## config.mk

```make
export PLATFORM = sky130hd
export DESIGN_NAME = turf_cin_autotrain_flat
export DESIGN_NICKNAME = d
export VERILOG_FILES = /design/src/rtl/turf_cin_autotrain_if.sv /design/src/rtl/turf_cin_autotrain.sv /design/src/flat_wrapper.sv
export SDC_FILE = /design/constraint.sdc
export NUM_CORES = 1
export LEC_CHECK = 0
export CAP_MARGIN = 20
export CORE_ASPECT_RATIO = 1.4
export CORE_MARGIN = 2
export CORE_UTILIZATION = 45
export DETAILED_ROUTE_END_ITERATION = 10
export PLACE_DENSITY = 0.74
export REMOVE_ABC_BUFFERS = 1
export SETUP_SLACK_MARGIN = 0.15
export SYNTH_ARGS = -nofsm -noshare
export SYNTH_HDL_FRONTEND = slang
export SYNTH_SLANG_ARGS = --single-unit
```

## constraint.sdc

```tcl
create_clock -name sysclk_i -period 7 [get_ports sysclk_i]
set_input_delay 1.4 -clock sysclk_i [delete_from_list [all_inputs] [get_ports sysclk_i]]
set_output_delay 1.4 -clock sysclk_i [all_outputs]
set_load 0.05 [all_outputs]
```

## src/rtl/turf_cin_autotrain_if.sv

```systemverilog
// CIN capture-path bundle between the autotrain sequencer (master) and the
// IDELAY/ISERDES/parallel-sync logic (slave).
interface turf_cin_autotrain_if;
  logic [5:0]  idelay_value_o;
  logic        idelay_load_o;
  logic        iserdes_rst_o;
  logic        iserdes_bitslip_o;
  logic        cin_sync_rst_o;
  logic        cin_sync_capture_o;
  logic [31:0] cin_sync_data_i;
  logic        cin_biterr_i;
  logic        cin_sync_lock_o;
  logic        cin_sync_locked_i;

  modport master (
    output idelay_value_o, idelay_load_o, iserdes_rst_o, iserdes_bitslip_o,
    output cin_sync_rst_o, cin_sync_capture_o, cin_sync_lock_o,
    input  cin_sync_data_i, cin_biterr_i, cin_sync_locked_i
  );

  modport slave (
    input  idelay_value_o, idelay_load_o, iserdes_rst_o, iserdes_bitslip_o,
    input  cin_sync_rst_o, cin_sync_capture_o, cin_sync_lock_o,
    output cin_sync_data_i, cin_biterr_i, cin_sync_locked_i
  );
endinterface

```

## src/rtl/turf_cin_autotrain.sv

```systemverilog
// TURF CIN autotrain: IDELAY eye sweep, centre load, bitslip alignment and
// sync lock, all sequenced in the sysclk domain.
module turf_cin_autotrain #(
  parameter logic [31:0] TRAIN_SEQUENCE = 32'hA55A6996,
  parameter int          SETTLE_CYCLES  = 64,
  parameter int          DWELL_CYCLES   = 4096,
  parameter int          MIN_EYE        = 4,
  parameter int          CAPTURE_WAIT   = 16,
  parameter int          LOCK_TIMEOUT   = 1024
) (
  input  logic       sysclk_i,
  input  logic       rst_i,
  input  logic       start_i,
  input  logic       rxclk_ok_i,
  output logic       busy_o,
  output logic       done_o,
  output logic       fail_o,
  output logic [2:0] fail_code_o,
  output logic [5:0] eye_start_o,
  output logic [6:0] eye_width_o,
  output logic [1:0] bitslips_o,
  turf_cin_autotrain_if.master cin
);
  localparam int M1      = (SETTLE_CYCLES > DWELL_CYCLES) ? SETTLE_CYCLES : DWELL_CYCLES;
  localparam int M2      = (CAPTURE_WAIT > LOCK_TIMEOUT) ? CAPTURE_WAIT : LOCK_TIMEOUT;
  localparam int CNT_MAX = (M1 > M2) ? M1 : M2;
  localparam int CNT_W   = $clog2(CNT_MAX + 5);
  localparam logic [CNT_W-1:0] SETTLE_C = CNT_W'(SETTLE_CYCLES);
  localparam logic [CNT_W-1:0] DWELL_C  = CNT_W'(DWELL_CYCLES);
  localparam logic [CNT_W-1:0] CAPW_C   = CNT_W'(CAPTURE_WAIT);
  localparam logic [CNT_W-1:0] LOCKTO_C = CNT_W'(LOCK_TIMEOUT - 1);

  typedef enum logic [3:0] {
    S_IDLE, S_RST, S_LOAD, S_SETTLE, S_DWELL, S_EVAL, S_CENTER, S_CSETTLE,
    S_CAP, S_CAPWAIT, S_CHECK, S_SLIP, S_SLIPWAIT, S_LOCK, S_LOCKWAIT
  } state_t;

  state_t           state_q;
  logic [CNT_W-1:0] cnt_q;
  logic [15:0]      err_q;
  logic [5:0]       tap_q, run_start_q, best_start_q, run_start_d, best_start_d, centre;
  logic [6:0]       run_len_q, best_len_q, run_len_d, best_len_d;
  logic             busy_q, done_q, fail_q;
  logic [2:0]       code_q;
  logic [5:0]       eye_start_q, value_q;
  logic [6:0]       eye_width_q;
  logic [1:0]       slips_q;
  logic             load_q, iserdes_rst_q, sync_rst_q, bitslip_q, capture_q, lock_q;

  function automatic logic [15:0] err_sat(input logic [15:0] e, input logic hit);
    return (e == 16'hFFFF) ? e : e + {15'd0, hit};
  endfunction

  // Any nibble rotation of the training word counts as aligned.
  function automatic logic is_aligned(input logic [31:0] d);
    logic [63:0] dbl;
    logic        hit;
    hit = 1'b0;
    for (int k = 0; k < 8; k++) begin
      dbl = {TRAIN_SEQUENCE, TRAIN_SEQUENCE} << (4 * k);
      if (d == dbl[63:32]) hit = 1'b1;
    end
    return hit;
  endfunction

  // Run tracking for the tap under evaluation; tap 63 always closes the run.
  always_comb begin
    run_start_d  = run_start_q;
    run_len_d    = run_len_q;
    best_start_d = best_start_q;
    best_len_d   = best_len_q;
    if (err_q == '0) begin
      if (run_len_q == '0) run_start_d = tap_q;
      run_len_d = run_len_q + 7'd1;
    end
    if (err_q != '0 || tap_q == 6'd63) begin
      if (run_len_d > best_len_q) begin
        best_start_d = run_start_d;
        best_len_d   = run_len_d;
      end
      run_len_d = '0;
    end
  end

  assign centre = best_start_d + 6'((best_len_d - 7'd1) >> 1);

  always_ff @(posedge sysclk_i) begin
    if (rst_i) begin
      state_q <= S_IDLE;        cnt_q <= '0;           err_q <= '0;
      tap_q <= '0;              run_start_q <= '0;     run_len_q <= '0;
      best_start_q <= '0;       best_len_q <= '0;      busy_q <= 1'b0;
      done_q <= 1'b0;           fail_q <= 1'b0;        code_q <= '0;
      eye_start_q <= '0;        eye_width_q <= '0;     slips_q <= '0;
      value_q <= '0;            load_q <= 1'b0;        iserdes_rst_q <= 1'b0;
      sync_rst_q <= 1'b0;       bitslip_q <= 1'b0;     capture_q <= 1'b0;
      lock_q <= 1'b0;
    end else begin
      load_q    <= 1'b0;
      bitslip_q <= 1'b0;
      capture_q <= 1'b0;
      lock_q    <= 1'b0;
      if (state_q != S_IDLE && !rxclk_ok_i) begin
        state_q <= S_IDLE; busy_q <= 1'b0; fail_q <= 1'b1; code_q <= 3'd4;
        iserdes_rst_q <= 1'b0; sync_rst_q <= 1'b0;
      end else begin
        case (state_q)
          S_IDLE: if (start_i) begin
            busy_q <= 1'b1; done_q <= 1'b0; fail_q <= 1'b0; code_q <= '0;
            eye_start_q <= '0; eye_width_q <= '0; slips_q <= '0;
            iserdes_rst_q <= 1'b1; sync_rst_q <= 1'b1; cnt_q <= CNT_W'(1);
            state_q <= S_RST;
          end
          S_RST: if (cnt_q == CNT_W'(4)) begin
            iserdes_rst_q <= 1'b0; sync_rst_q <= 1'b0; tap_q <= '0;
            run_start_q <= '0; run_len_q <= '0; best_start_q <= '0; best_len_q <= '0;
            value_q <= '0; load_q <= 1'b1; state_q <= S_LOAD;
          end else cnt_q <= cnt_q + 1'b1;
          S_LOAD:   begin cnt_q <= CNT_W'(1); state_q <= S_SETTLE;  end
          S_CENTER: begin cnt_q <= CNT_W'(1); state_q <= S_CSETTLE; end
          S_SETTLE: if (cnt_q == SETTLE_C) begin
            cnt_q <= CNT_W'(1); err_q <= '0; state_q <= S_DWELL;
          end else cnt_q <= cnt_q + 1'b1;
          S_DWELL: begin
            err_q <= err_sat(err_q, cin.cin_biterr_i);
            if (cnt_q == DWELL_C) state_q <= S_EVAL;
            else cnt_q <= cnt_q + 1'b1;
          end
          S_EVAL: begin
            run_start_q <= run_start_d; run_len_q <= run_len_d;
            best_start_q <= best_start_d; best_len_q <= best_len_d;
            if (tap_q != 6'd63) begin
              tap_q <= tap_q + 6'd1; value_q <= tap_q + 6'd1; load_q <= 1'b1;
              state_q <= S_LOAD;
            end else if (best_len_d < 7'(MIN_EYE)) begin
              state_q <= S_IDLE; busy_q <= 1'b0; fail_q <= 1'b1; code_q <= 3'd1;
            end else begin
              value_q <= centre; load_q <= 1'b1;
              eye_start_q <= best_start_d; eye_width_q <= best_len_d;
              state_q <= S_CENTER;
            end
          end
          S_CSETTLE: if (cnt_q == SETTLE_C) begin
            capture_q <= 1'b1; state_q <= S_CAP;
          end else cnt_q <= cnt_q + 1'b1;
          S_CAP: begin cnt_q <= CNT_W'(1); state_q <= S_CAPWAIT; end
          S_CAPWAIT: if (cnt_q == CAPW_C) state_q <= S_CHECK;
                     else cnt_q <= cnt_q + 1'b1;
          S_CHECK: if (is_aligned(cin.cin_sync_data_i)) begin
            lock_q <= 1'b1; state_q <= S_LOCK;
          end else if (slips_q != 2'd3) begin
            bitslip_q <= 1'b1; slips_q <= slips_q + 2'd1; state_q <= S_SLIP;
          end else begin
            state_q <= S_IDLE; busy_q <= 1'b0; fail_q <= 1'b1; code_q <= 3'd2;
          end
          S_SLIP: begin cnt_q <= CNT_W'(1); state_q <= S_SLIPWAIT; end
          S_SLIPWAIT: if (cnt_q == SETTLE_C) begin
            capture_q <= 1'b1; state_q <= S_CAP;
          end else cnt_q <= cnt_q + 1'b1;
          S_LOCK: begin cnt_q <= CNT_W'(1); state_q <= S_LOCKWAIT; end
          // The lock-pulse cycle counts as cycle 0 of the timeout window.
          S_LOCKWAIT: if (cin.cin_sync_locked_i) begin
            state_q <= S_IDLE; busy_q <= 1'b0; done_q <= 1'b1;
          end else if (cnt_q == LOCKTO_C) begin
            state_q <= S_IDLE; busy_q <= 1'b0; fail_q <= 1'b1; code_q <= 3'd3;
          end else cnt_q <= cnt_q + 1'b1;
          default: state_q <= S_IDLE;
        endcase
      end
    end
  end

  assign busy_o                 = busy_q;
  assign done_o                 = done_q;
  assign fail_o                 = fail_q;
  assign fail_code_o            = code_q;
  assign eye_start_o            = eye_start_q;
  assign eye_width_o            = eye_width_q;
  assign bitslips_o             = slips_q;
  assign cin.idelay_value_o     = value_q;
  assign cin.idelay_load_o      = load_q;
  assign cin.iserdes_rst_o      = iserdes_rst_q;
  assign cin.iserdes_bitslip_o  = bitslip_q;
  assign cin.cin_sync_rst_o     = sync_rst_q;
  assign cin.cin_sync_capture_o = capture_q;
  assign cin.cin_sync_lock_o    = lock_q;
endmodule

```

## src/flat_wrapper.sv

```systemverilog
// flat-port wrapper written by rule: the top's interface ports become plain ports
module turf_cin_autotrain_flat 
#(
  parameter logic [31:0] TRAIN_SEQUENCE = 32'hA55A6996,
  parameter int          SETTLE_CYCLES  = 64,
  parameter int          DWELL_CYCLES   = 4096,
  parameter int          MIN_EYE        = 4,
  parameter int          CAPTURE_WAIT   = 16,
  parameter int          LOCK_TIMEOUT   = 1024
)
  (sysclk_i, rst_i, start_i, rxclk_ok_i, busy_o, done_o, fail_o, fail_code_o, eye_start_o, eye_width_o, bitslips_o, cin_idelay_value_o, cin_idelay_load_o, cin_iserdes_rst_o, cin_iserdes_bitslip_o, cin_cin_sync_rst_o, cin_cin_sync_capture_o, cin_cin_sync_lock_o, cin_cin_sync_data_i, cin_cin_biterr_i, cin_cin_sync_locked_i);
  turf_cin_autotrain_if cin_i ();
  input  logic sysclk_i;
  input  logic rst_i;
  input  logic start_i;
  input  logic rxclk_ok_i;
  output logic busy_o;
  output logic done_o;
  output logic fail_o;
  output logic [2:0] fail_code_o;
  output logic [5:0] eye_start_o;
  output logic [6:0] eye_width_o;
  output logic [1:0] bitslips_o;
  output wire logic [$bits(cin_i.idelay_value_o)-1:0] cin_idelay_value_o;
  output wire logic [$bits(cin_i.idelay_load_o)-1:0] cin_idelay_load_o;
  output wire logic [$bits(cin_i.iserdes_rst_o)-1:0] cin_iserdes_rst_o;
  output wire logic [$bits(cin_i.iserdes_bitslip_o)-1:0] cin_iserdes_bitslip_o;
  output wire logic [$bits(cin_i.cin_sync_rst_o)-1:0] cin_cin_sync_rst_o;
  output wire logic [$bits(cin_i.cin_sync_capture_o)-1:0] cin_cin_sync_capture_o;
  output wire logic [$bits(cin_i.cin_sync_lock_o)-1:0] cin_cin_sync_lock_o;
  input wire logic [$bits(cin_i.cin_sync_data_i)-1:0] cin_cin_sync_data_i;
  input wire logic [$bits(cin_i.cin_biterr_i)-1:0] cin_cin_biterr_i;
  input wire logic [$bits(cin_i.cin_sync_locked_i)-1:0] cin_cin_sync_locked_i;
  assign cin_idelay_value_o = cin_i.idelay_value_o;
  assign cin_idelay_load_o = cin_i.idelay_load_o;
  assign cin_iserdes_rst_o = cin_i.iserdes_rst_o;
  assign cin_iserdes_bitslip_o = cin_i.iserdes_bitslip_o;
  assign cin_cin_sync_rst_o = cin_i.cin_sync_rst_o;
  assign cin_cin_sync_capture_o = cin_i.cin_sync_capture_o;
  assign cin_cin_sync_lock_o = cin_i.cin_sync_lock_o;
  assign cin_i.cin_sync_data_i = cin_cin_sync_data_i;
  assign cin_i.cin_biterr_i = cin_cin_biterr_i;
  assign cin_i.cin_sync_locked_i = cin_cin_sync_locked_i;
  turf_cin_autotrain #(.TRAIN_SEQUENCE(TRAIN_SEQUENCE), .SETTLE_CYCLES(SETTLE_CYCLES), .DWELL_CYCLES(DWELL_CYCLES), .MIN_EYE(MIN_EYE), .CAPTURE_WAIT(CAPTURE_WAIT), .LOCK_TIMEOUT(LOCK_TIMEOUT)) u_core (.sysclk_i(sysclk_i), .rst_i(rst_i), .start_i(start_i), .rxclk_ok_i(rxclk_ok_i), .busy_o(busy_o), .done_o(done_o), .fail_o(fail_o), .fail_code_o(fail_code_o), .eye_start_o(eye_start_o), .eye_width_o(eye_width_o), .bitslips_o(bitslips_o), .cin(cin_i));
endmodule
```

Fig. 1: clock wiring as the flow saved it
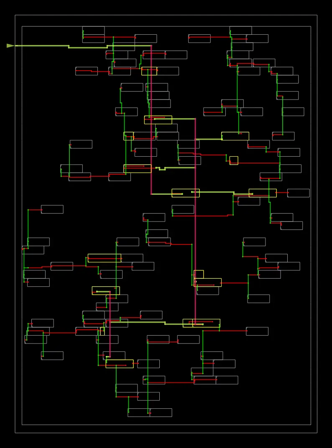
clock buffers: 11
CTS buffer count: 9
clock sinks: 97
worst-skew pair later-pin latency: 350 ps
Worst Clk Skew: 8.63 ps

Fig. 2: I/O nets highlighted
Scale: 3 px per um.
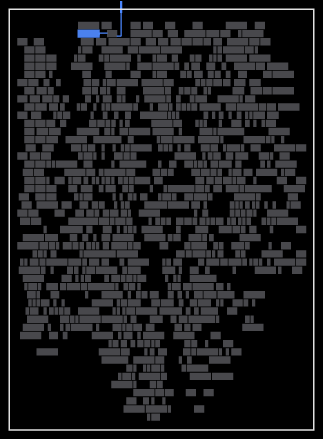
cin_iserdes_bitslip_o: marked blue, bits 1, direction output, edge north, end cells 1, buffers 1, wire 13.3 um.
number of top-level pins: 71
# port buffers: 70

==> impl_metrics.yaml <==
# synthesis and place-and-route metrics
grt:
  grt_pass1_wl_mm: 25.5
  grt.total_usage_pct: 22.3
  met1_usage_pct: 25.1
  use_met3_pct: 4.37
  grt.met2_usage_pct: 40.6
  grt_max_degree: 34
floorplanning:
  fp_util_pct: 46.0
  dieHeight_um: 140
synthesis:
  simple_gate_area_share_pct: 27.5
  yosys.area_share.adder_pct: 4.77
  ys_top_logic_family: "simple AND/OR/NAND/NOR gates"
  postSynthCellCount: 717
  ys_cells: 717
  top_cell: "dfxtp_1"
  topCellsByArea: "dfxtp_1, nor2_1, ha_1"
power_and_ir_drop:
  powerComb_mw: 0.352
  p_total_mw: 1.48
route:
  wl_met2_mm: 7.99
  wl_met1_mm: 6.17
  drt_pass1_iterations: 5
  ant_nets: 0
  vias_per_cell: 6.02
  wl_per_cell_um: 16.8
clocking:
  post_cts_buffers: 0
  clockRootBuffer: "clkbuf_16"
  cts_tree: "done"
  clockBufferDepth: 2
  cts_max_level: 3
  path_clk_slew_ps: 70
worst_setup_path:
  cp_max_fo: 8
  crit_start: "u_core.err_q[11]$_SDFFE_PP0P_"
  reg2reg_to: "u_core.cin.idelay_value_o[5]$_SDFFE_PP0P_"
  cp-endpoint: "u_core.cin.idelay_value_o[5]$_SDFFE_PP0P_"
  rrSetupSlack_ps: 850
placement:
  dp_slack_ps: 755
  gp_congestion: 0.953
  hpwl_mm: 11.7
finish:
  seq_area_um2: 1940
  regMostFlops: "u_core.err_q"
  area_growth_pct: 18.1
  logic_area_um2: 3700
  buffers: 74
  n_sequential_cell: 97
  comb_share_pct: 52.8
  final-nonclk-buf-share_pct: 10.4
  clock_cell_area_share_pct: 4.38
  largest_register_ff_count: 16
  lay_top_cells: "dfxtp_1, nor2_1, clkdlybuf4s50_1, nand2_1, o21ai_0"
  nFillCells: 1194
sta:
  maxSlewHeadroom_pct: 42.3
  fin_ws_ps: 853
min_path:
  worstHoldStart: "u_core.best_start_q[1]$_SDFFE_PP0P_"
  hold_class: "register to register"
outcome:
  status: "completed"
Fig. 3: clock network drawn from the DEF
Scale: 3 px per um.
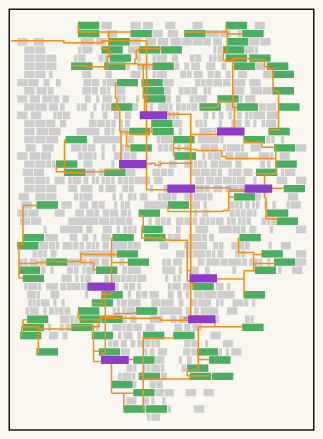
flip-flops: marked green, count 97. cells driving clock nets: marked purple, count 9. clock wires: marked orange, length 1220 um.
There are 10 routed clock nets. Position of the flops: widely spread.
part of the power in the clock network: 34.5%
clk pwr: 0.509 mW

Fig. 4: placement by cell class
Scale: 3 px per um. Fill, decap, tap and diode cells in grey.
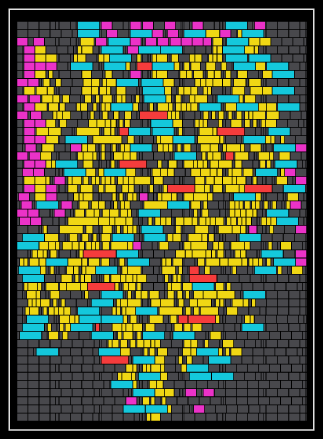
flip-flops: marked cyan, cells 97, share of their area 29%. clock drivers and dummy loads: marked red, cells 16, share of their area 4.5%. other buffers and delay cells: marked magenta, cells 74, share of their area 11%. all other logic: marked yellow, cells 585, share of their area 56%.
final design utilization: 54.4%
sequential cell area share: 27.7%
Rows: 49
post-route cell area: 7000 um2
core box area: 12900 um2

No activity file was given, so power comes from the tool's default toggle rates.
